## config.mk

```make
export PLATFORM = sky130hd
export DESIGN_NAME = mem_access_sequencer_flat
export DESIGN_NICKNAME = d
export VERILOG_FILES = /design/src/rtl/mem_access_sequencer_if.sv /design/src/rtl/mem_access_sequencer.sv /design/src/flat_wrapper.sv
export SDC_FILE = /design/constraint.sdc
export NUM_CORES = 1
export LEC_CHECK = 0
export CAP_MARGIN = 20
export CORE_AREA = 2 2 123 125
export CTS_CLUSTER_SIZE = 14
export DETAILED_ROUTE_END_ITERATION = 8
export DIE_AREA = 0 0 125 127
export HOLD_SLACK_MARGIN = 0.05
export PLACE_DENSITY = 0.78
export SYNTH_ARGS = -nofsm -noshare
export SYNTH_HDL_FRONTEND = slang
export SYNTH_SLANG_ARGS = --single-unit
```

## constraint.sdc

```tcl
create_clock -name clk -period 9 [get_ports clk]
set_clock_uncertainty 0.05 [all_clocks]
set_input_delay 2.7 -clock clk [delete_from_list [all_inputs] [get_ports clk]]
set_output_delay 2.7 -clock clk [all_outputs]
set_load 0.02 [all_outputs]
```

## src/rtl/mem_access_sequencer_if.sv

```systemverilog
// Memory beat port between the MEM-stage sequencer and data memory.
// master: req/we/addr/wdata out, ack/rdata in; slave is the mirror.
interface mem_access_sequencer_if;
  logic        mem_req;
  logic        mem_we;
  logic [31:0] mem_addr;
  logic [31:0] mem_wdata;
  logic        mem_ack;
  logic [31:0] mem_rdata;

  modport master (
    output mem_req, mem_we, mem_addr, mem_wdata,
    input  mem_ack, mem_rdata
  );

  modport slave (
    input  mem_req, mem_we, mem_addr, mem_wdata,
    output mem_ack, mem_rdata
  );
endinterface

```

## src/rtl/mem_access_sequencer.sv

```systemverilog
// MEM-stage sequencer: scalar/vector beats over a req/ack port, hold/abort.
// Ports: clk, rst(async low), em_* EX/MEM, mem bus if, id/ie hazard, status.
module mem_access_sequencer #(
  parameter int LANES       = 3,
  parameter int LANE_BYTES  = 2,
  parameter int ACK_TIMEOUT = 15
) (
  input  logic                   clk,
  input  logic                   rst,
  input  logic                   em_valid,
  input  logic                   em_mem_read,
  input  logic                   em_mem_write,
  input  logic                   em_vec,
  input  logic [31:0]            em_addr,
  input  logic [31:0]            em_wdata,
  input  logic [16*LANES-1:0]    em_wdata_v,
  mem_access_sequencer_if.master mem,
  input  logic [4:0]             id_rs1,
  input  logic [4:0]             id_rs2,
  input  logic [4:0]             ie_rd,
  input  logic                   ie_mem_read,
  output logic [31:0]            ld_data,
  output logic [16*LANES-1:0]    ld_data_v,
  output logic                   done,
  output logic                   hold_pipe,
  output logic                   lu_stall,
  output logic                   wb_suppress,
  output logic                   err
);
  localparam int BW = (LANES > 1) ? $clog2(LANES) : 1;
  localparam logic [3:0] TMO_LAST = 4'(ACK_TIMEOUT - 1);

  typedef enum logic {IDLE, BEAT} state_t;

  state_t              state_q, state_d;
  logic [BW-1:0]       beat_q, beat_d;
  logic [3:0]          tmo_q, tmo_d;
  logic [31:0]         ld_q;
  logic [16*LANES-1:0] ldv_q;
  logic                err_q;
  logic                access, last, abort, hold, rd_beat;
  int                  lane;

  assign access = em_valid & (em_mem_read | em_mem_write);
  assign last = em_vec ? (beat_q == BW'(LANES - 1))
                       : (beat_q == '0);
  assign lane = int'(beat_q) * 16;
  assign rd_beat = (state_q == BEAT) & mem.mem_ack & em_mem_read;

  always_ff @(posedge clk or negedge rst) begin
    if (!rst) begin
      state_q <= IDLE;
      beat_q  <= '0;
      tmo_q   <= '0;
      ld_q    <= '0;
      ldv_q   <= '0;
      err_q   <= 1'b0;
    end else begin
      state_q <= state_d;
      beat_q  <= beat_d;
      tmo_q   <= tmo_d;
      if (abort) err_q <= 1'b1;
      if (rd_beat) begin
        if (em_vec) ldv_q[lane +: 16] <= mem.mem_rdata[15:0];
        else        ld_q <= mem.mem_rdata;
      end
    end
  end

  always_comb begin
    state_d       = state_q;
    beat_d        = beat_q;
    tmo_d         = tmo_q;
    mem.mem_req   = 1'b0;
    mem.mem_we    = 1'b0;
    mem.mem_addr  = '0;
    mem.mem_wdata = '0;
    done          = 1'b0;
    abort         = 1'b0;
    hold          = 1'b0;
    unique case (state_q)
      IDLE: begin
        if (access) begin
          state_d = BEAT;
          beat_d  = '0;
          tmo_d   = '0;
          hold    = 1'b1;
        end
      end
      BEAT: begin
        mem.mem_req   = 1'b1;
        mem.mem_we    = em_mem_write;
        mem.mem_addr  = em_addr
                      + 32'(beat_q) * 32'(LANE_BYTES);
        mem.mem_wdata = em_vec
                      ? {16'b0, em_wdata_v[lane +: 16]}
                      : em_wdata;
        if (mem.mem_ack) begin
          if (last) begin
            done    = 1'b1;
            state_d = IDLE;
          end else begin
            beat_d = beat_q + 1'b1;
            tmo_d  = '0;
            hold   = 1'b1;
          end
        end else if (tmo_q == TMO_LAST) begin
          abort   = 1'b1;
          state_d = IDLE;
        end else begin
          tmo_d = tmo_q + 1'b1;
          hold  = 1'b1;
        end
      end
      default: state_d = IDLE;
    endcase
  end

  // Bypass the acked read beat so results are valid alongside done.
  always_comb begin
    ld_data   = ld_q;
    ld_data_v = ldv_q;
    if (rd_beat) begin
      if (em_vec) ld_data_v[lane +: 16] = mem.mem_rdata[15:0];
      else        ld_data = mem.mem_rdata;
    end
  end

  // Gated by rst so everything reads 0 while reset is asserted.
  assign hold_pipe   = rst & hold;
  assign lu_stall    = rst & ie_mem_read & (ie_rd != 5'd0)
                     & ((ie_rd == id_rs1) | (ie_rd == id_rs2))
                     & ~hold;
  assign wb_suppress = abort;
  assign err         = err_q;
endmodule

```

## src/flat_wrapper.sv

```systemverilog
// flat-port wrapper written by rule: the top's interface ports become plain ports
module mem_access_sequencer_flat 
#(
  parameter int LANES       = 3,
  parameter int LANE_BYTES  = 2,
  parameter int ACK_TIMEOUT = 15
)
  (clk, rst, em_valid, em_mem_read, em_mem_write, em_vec, em_addr, em_wdata, em_wdata_v, id_rs1, id_rs2, ie_rd, ie_mem_read, ld_data, ld_data_v, done, hold_pipe, lu_stall, wb_suppress, err, mem_mem_req, mem_mem_we, mem_mem_addr, mem_mem_wdata, mem_mem_ack, mem_mem_rdata);
  mem_access_sequencer_if mem_i ();
  input  logic clk;
  input  logic rst;
  input  logic em_valid;
  input  logic em_mem_read;
  input  logic em_mem_write;
  input  logic em_vec;
  input  logic [31:0] em_addr;
  input  logic [31:0] em_wdata;
  input  logic [16*LANES-1:0] em_wdata_v;
  input  logic [4:0] id_rs1;
  input  logic [4:0] id_rs2;
  input  logic [4:0] ie_rd;
  input  logic ie_mem_read;
  output logic [31:0] ld_data;
  output logic [16*LANES-1:0] ld_data_v;
  output logic done;
  output logic hold_pipe;
  output logic lu_stall;
  output logic wb_suppress;
  output logic err;
  output wire logic [$bits(mem_i.mem_req)-1:0] mem_mem_req;
  output wire logic [$bits(mem_i.mem_we)-1:0] mem_mem_we;
  output wire logic [$bits(mem_i.mem_addr)-1:0] mem_mem_addr;
  output wire logic [$bits(mem_i.mem_wdata)-1:0] mem_mem_wdata;
  input wire logic [$bits(mem_i.mem_ack)-1:0] mem_mem_ack;
  input wire logic [$bits(mem_i.mem_rdata)-1:0] mem_mem_rdata;
  assign mem_mem_req = mem_i.mem_req;
  assign mem_mem_we = mem_i.mem_we;
  assign mem_mem_addr = mem_i.mem_addr;
  assign mem_mem_wdata = mem_i.mem_wdata;
  assign mem_i.mem_ack = mem_mem_ack;
  assign mem_i.mem_rdata = mem_mem_rdata;
  mem_access_sequencer #(.LANES(LANES), .LANE_BYTES(LANE_BYTES), .ACK_TIMEOUT(ACK_TIMEOUT)) u_core (.clk(clk), .rst(rst), .em_valid(em_valid), .em_mem_read(em_mem_read), .em_mem_write(em_mem_write), .em_vec(em_vec), .em_addr(em_addr), .em_wdata(em_wdata), .em_wdata_v(em_wdata_v), .mem(mem_i), .id_rs1(id_rs1), .id_rs2(id_rs2), .ie_rd(ie_rd), .ie_mem_read(ie_mem_read), .ld_data(ld_data), .ld_data_v(ld_data_v), .done(done), .hold_pipe(hold_pipe), .lu_stall(lu_stall), .wb_suppress(wb_suppress), .err(err));
endmodule
```

==> Changelog: implementation, run 1 <==
### Metrics

- Remaining global-route overflow: 0
- Arr. time, crit path: 5700 ps
- Top contributor to total power: combinational cells
- Starting density of the core: a little over a third
- Hold bufs inserted after CTS: 0
- Most used standard cells in the synthesized netlist: 88 x sky130_fd_sc_hd__dfrtp_1, 48 x sky130_fd_sc_hd__a22o_1, 47 x sky130_fd_sc_hd__nor2_1, 32 x sky130_fd_sc_hd__a21oi_1, 32 x sky130_fd_sc_hd__mux2_2
- Flops after synth: a little under 90
- Type of the setup path with the least slack: primary input to output port
- Number of max-cap violations: 0
- Combinational Power: 1.34 mW
- Combinational share of power: 58.5%
- Final worst hold slack: ~420 ps
- Async set-reset flop share out of synthesis: 100%
- Flip-flops: slightly below 90
- Clock tree from TritonCTS: built
- Clk Tree Root Cell: sky130_fd_sc_hd__clkbuf_16
- Count of endpoints failing hold in the final timing report: 0
- Adder Share, Synth: 2.61%
- Length of the first detailed-routing pass in iterations: 4
- Layout cell share with drive strength beyond 1: 8.56%
- Dominant cell by count in the synthesized netlist: sky130_fd_sc_hd__dfrtp_1
- Number of vias per cell after detailed routing: 5.36
- Number of fill cells: between 1,000 and 1,500
- # placed instances: 974
- Peak fanout along the critical path: 18
- Fraction of post-synthesis cell area in the top cell type by area: 43.3%
- Final net count: 978
- CP Capture Type: output port
- CTS clock-pin slew for the worst setup and hold paths: 60 ps
- Number of synthesized flops with an enable pin: 0
- Status: complete, no violations
- Top Ports: 318
- P_seq: 0.582 mW
- Number of warning messages in the logs: 31
- Post-CTS Setup Repair Bufs: 0
- Leakage Power: roughly 3.5 nW
- Number of cells on the worst reg-to-reg path: 7
- Number of design rule violations left after detail routing: 0
- Synth Area in Simple Gates: 18.2%
- Capture point of the critical path: mem_mem_addr[16]
-- run 1: critical path: stages --
cell,delay [ps]
sky130_fd_sc_hd__clkdlybuf4s50_1,470
sky130_fd_sc_hd__ha_1,310
sky130_fd_sc_hd__a21oi_1,130
sky130_fd_sc_hd__or3_1,670
sky130_fd_sc_hd__or4_1,590
sky130_fd_sc_hd__a21oi_1,170
sky130_fd_sc_hd__clkdlybuf4s50_1,640
-- run 1: sequential cells by signal, indices dropped and copies added, names as in the netlist --
| register | count |
|---|---|
| u_core.beat_q | 2 |
| u_core.ldv_q | 48 |
| u_core.err | 1 |
| u_core.tmo_q | 4 |
| u_core.ld_q | 32 |
| u_core.state_q | 1 |
### Metal 4, run 1

Scale bar: 50 um.
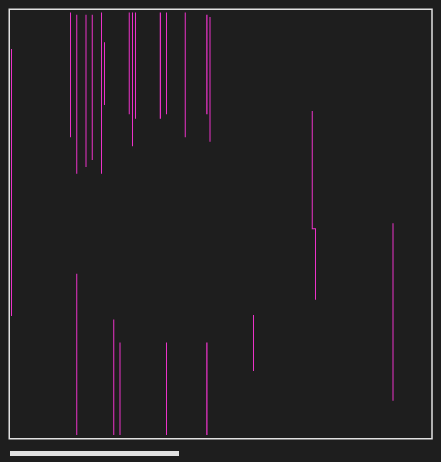
main direction: vertical
share of all routed wire: 4.7%
wire length on this layer: 869 um
longest straight run: 78.9 um
DRT Wirelength: 18.7 mm
number of vias in the routed layout: 5,311

### Ports around the boundary, run 1

Pins as bars across the die edge, other pins in gray.
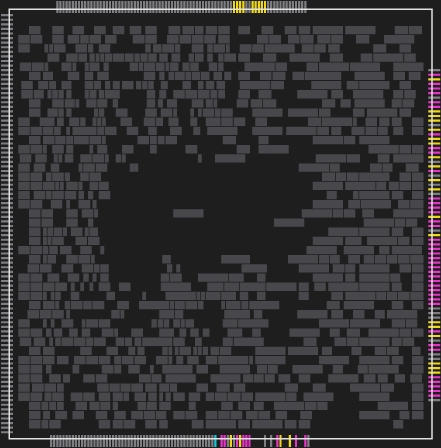
[mem_mem_rdata] yellow | pins: 32 | direction: input | edge: 19 right, 9 top, 4 bottom
[err] cyan | pins: 1 | direction: output | edge: bottom
[ld_data_v] magenta | pins: 48 | direction: output | edge: 39 right, 9 bottom
all pins by edge: 92 left, 81 top, 73 right, 72 bottom
chip width: 125 um
count of input and output buffers: 317
Chip Height: 127 um

### Routed clock nets over the placement, run 1

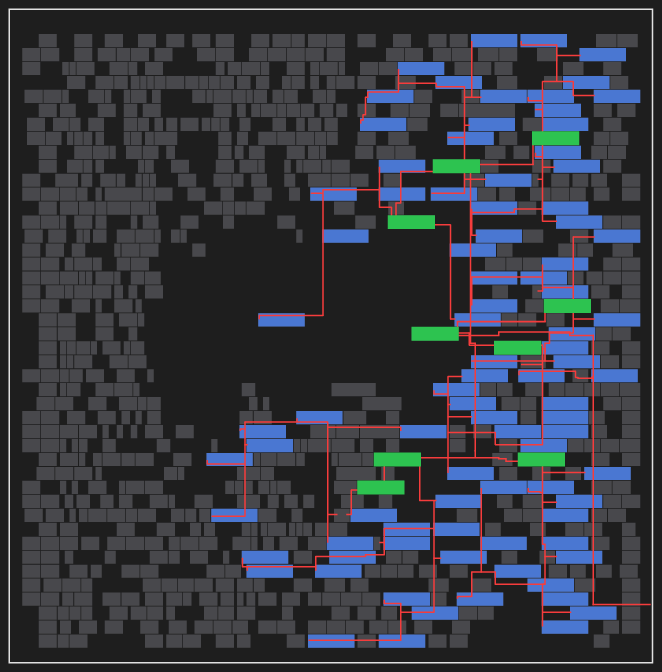
[flip-flops] blue | count: 88
[clock wires] red | length: 1,050 um
[clock drivers] green | count: 9
routed clock nets: 10
power consumed by the clock network: 0.371 mW
fraction of power consumed by the clock network: 16.1%

==> run 2, diff against run 1 <==
Settings changed: CORE_AREA 2 2 123 125 to 2 2 122 124, CTS_BUF_LIST from default to sky130_fd_sc_hd__clkbuf_2 sky130_fd_sc_hd__clkbuf_4 sky130_fd_sc_hd__clkbuf_8, DIE_AREA 0 0 125 127 to 0 0 124 126, PLACE_DENSITY 0.78 to 0.79.
==> run 2 against run 1 <==
Compared with the run above:
- cell area decreased by 0.95%
- maximum frequency increased by 0.73%
- highest routed layer unchanged
- combinational power about the same
- clock power decreased by 22%
==> Changelog: implementation, run 2 <==
### Metrics

- # placed instances: 973
- Hold bufs inserted after CTS: 0
- Flops after synth: between 80 and 90
- Clock tree from TritonCTS: built
- Arr. time, crit path: 5640 ps
- Type of the setup path with the least slack: primary input to output port
- Number of design rule violations left after detail routing: 0
- Number of logic stages on the critical path including buffering: 7
- Count of endpoints failing hold in the final timing report: 0
- Layout cell share with drive strength beyond 1: 8.82%
- Number of warning messages in the logs: 31
- CP Capture Type: output port
- Number of fill cells: 1,198
- Synth Area in Simple Gates: roughly 18%
- Most used standard cells in the synthesized netlist: 88 x sky130_fd_sc_hd__dfrtp_1, 48 x sky130_fd_sc_hd__a22o_1, 47 x sky130_fd_sc_hd__nor2_1, 32 x sky130_fd_sc_hd__a21oi_1, 32 x sky130_fd_sc_hd__mux2_2
- Status: complete, no violations
- Register name with the most flops: u_core.ldv_q
- Remaining global-route overflow: 0
- Count of input and output buffers: 317
- Number of vias per cell after detailed routing: 5.33
- Leakage Power: 3.48 nW
- Buffers & Inverters on Critical Path: 2
- Gate family responsible for the most delay along the worst path: simple AND/OR/NAND/NOR gates
- Peak fanout along the critical path: 18
- Top Ports: 318
- Clk Tree Root Cell: sky130_fd_sc_hd__clkbuf_8
run 2: cell count changes in the layout (fill, tap and decap cells not counted), moves of 2 or more:
cell,before,now
sky130_fd_sc_hd__clkbuf_16,9,0
sky130_fd_sc_hd__diode_2,1,3
sky130_fd_sc_hd__clkbuf_8,1,10
sky130_fd_sc_hd__clkbuf_1,2,0
sky130_fd_sc_hd__clkinv_4,1,3
run 2: report_power, final:
part           switching [mW]  leakage [nW]  internal (mW)
registers              0.0683          1.15          0.525
logic                   0.693          2.23          0.638
clock network           0.149         0.109          0.140
run 2: metal layers:
metal / part of all wire [%] / wire length [um]
met1: 37 / 6780
met2: 51 / 9400
met3: 9.1 / 1690
met4: 3.7 / 687
met5: 0 / 0
### Metal 4, run 2

Scale bar: 20 um.
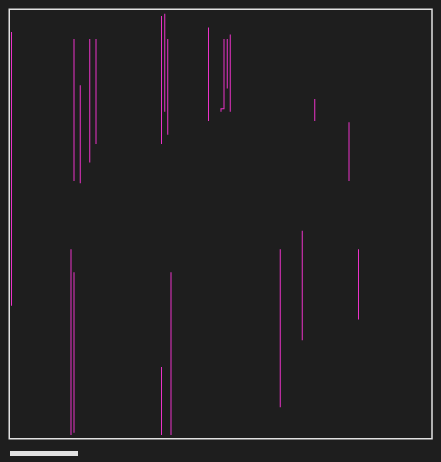
share of all routed wire: 3.7%
main direction: vertical
nets with wire on the layer: 19
longest straight run: 80.2 um
DRT Wirelength: 18.6 mm
number of vias in the routed layout: 5,286

### The clock network, run 2

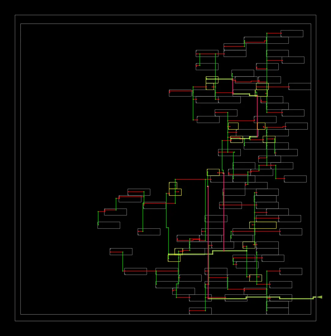
power consumed by the clock network: 0.289 mW
total clock buffers created by CTS: 9

### Ports around the boundary, run 2

Pins as bars across the die edge, other pins in gray.
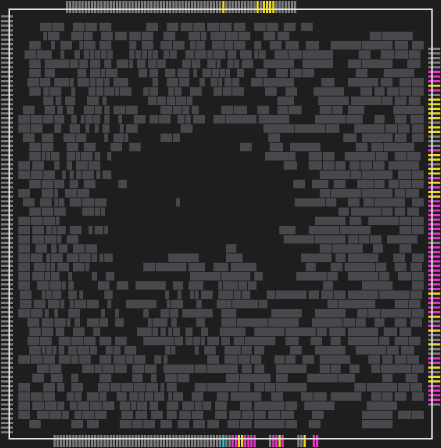
[ld_data_v] magenta | pins: 48 | direction: output | edge: 37 right, 11 bottom
[mem_mem_rdata] yellow | pins: 32 | direction: input | edge: 22 right, 6 top, 4 bottom
[err] cyan | pins: 1 | direction: output | edge: bottom
all pins by edge: 91 left, 78 right, 75 bottom, 74 top
chip width: 124 um
Chip Height: 126 um

No activity file was given, so power comes from the tool's default toggle rates.
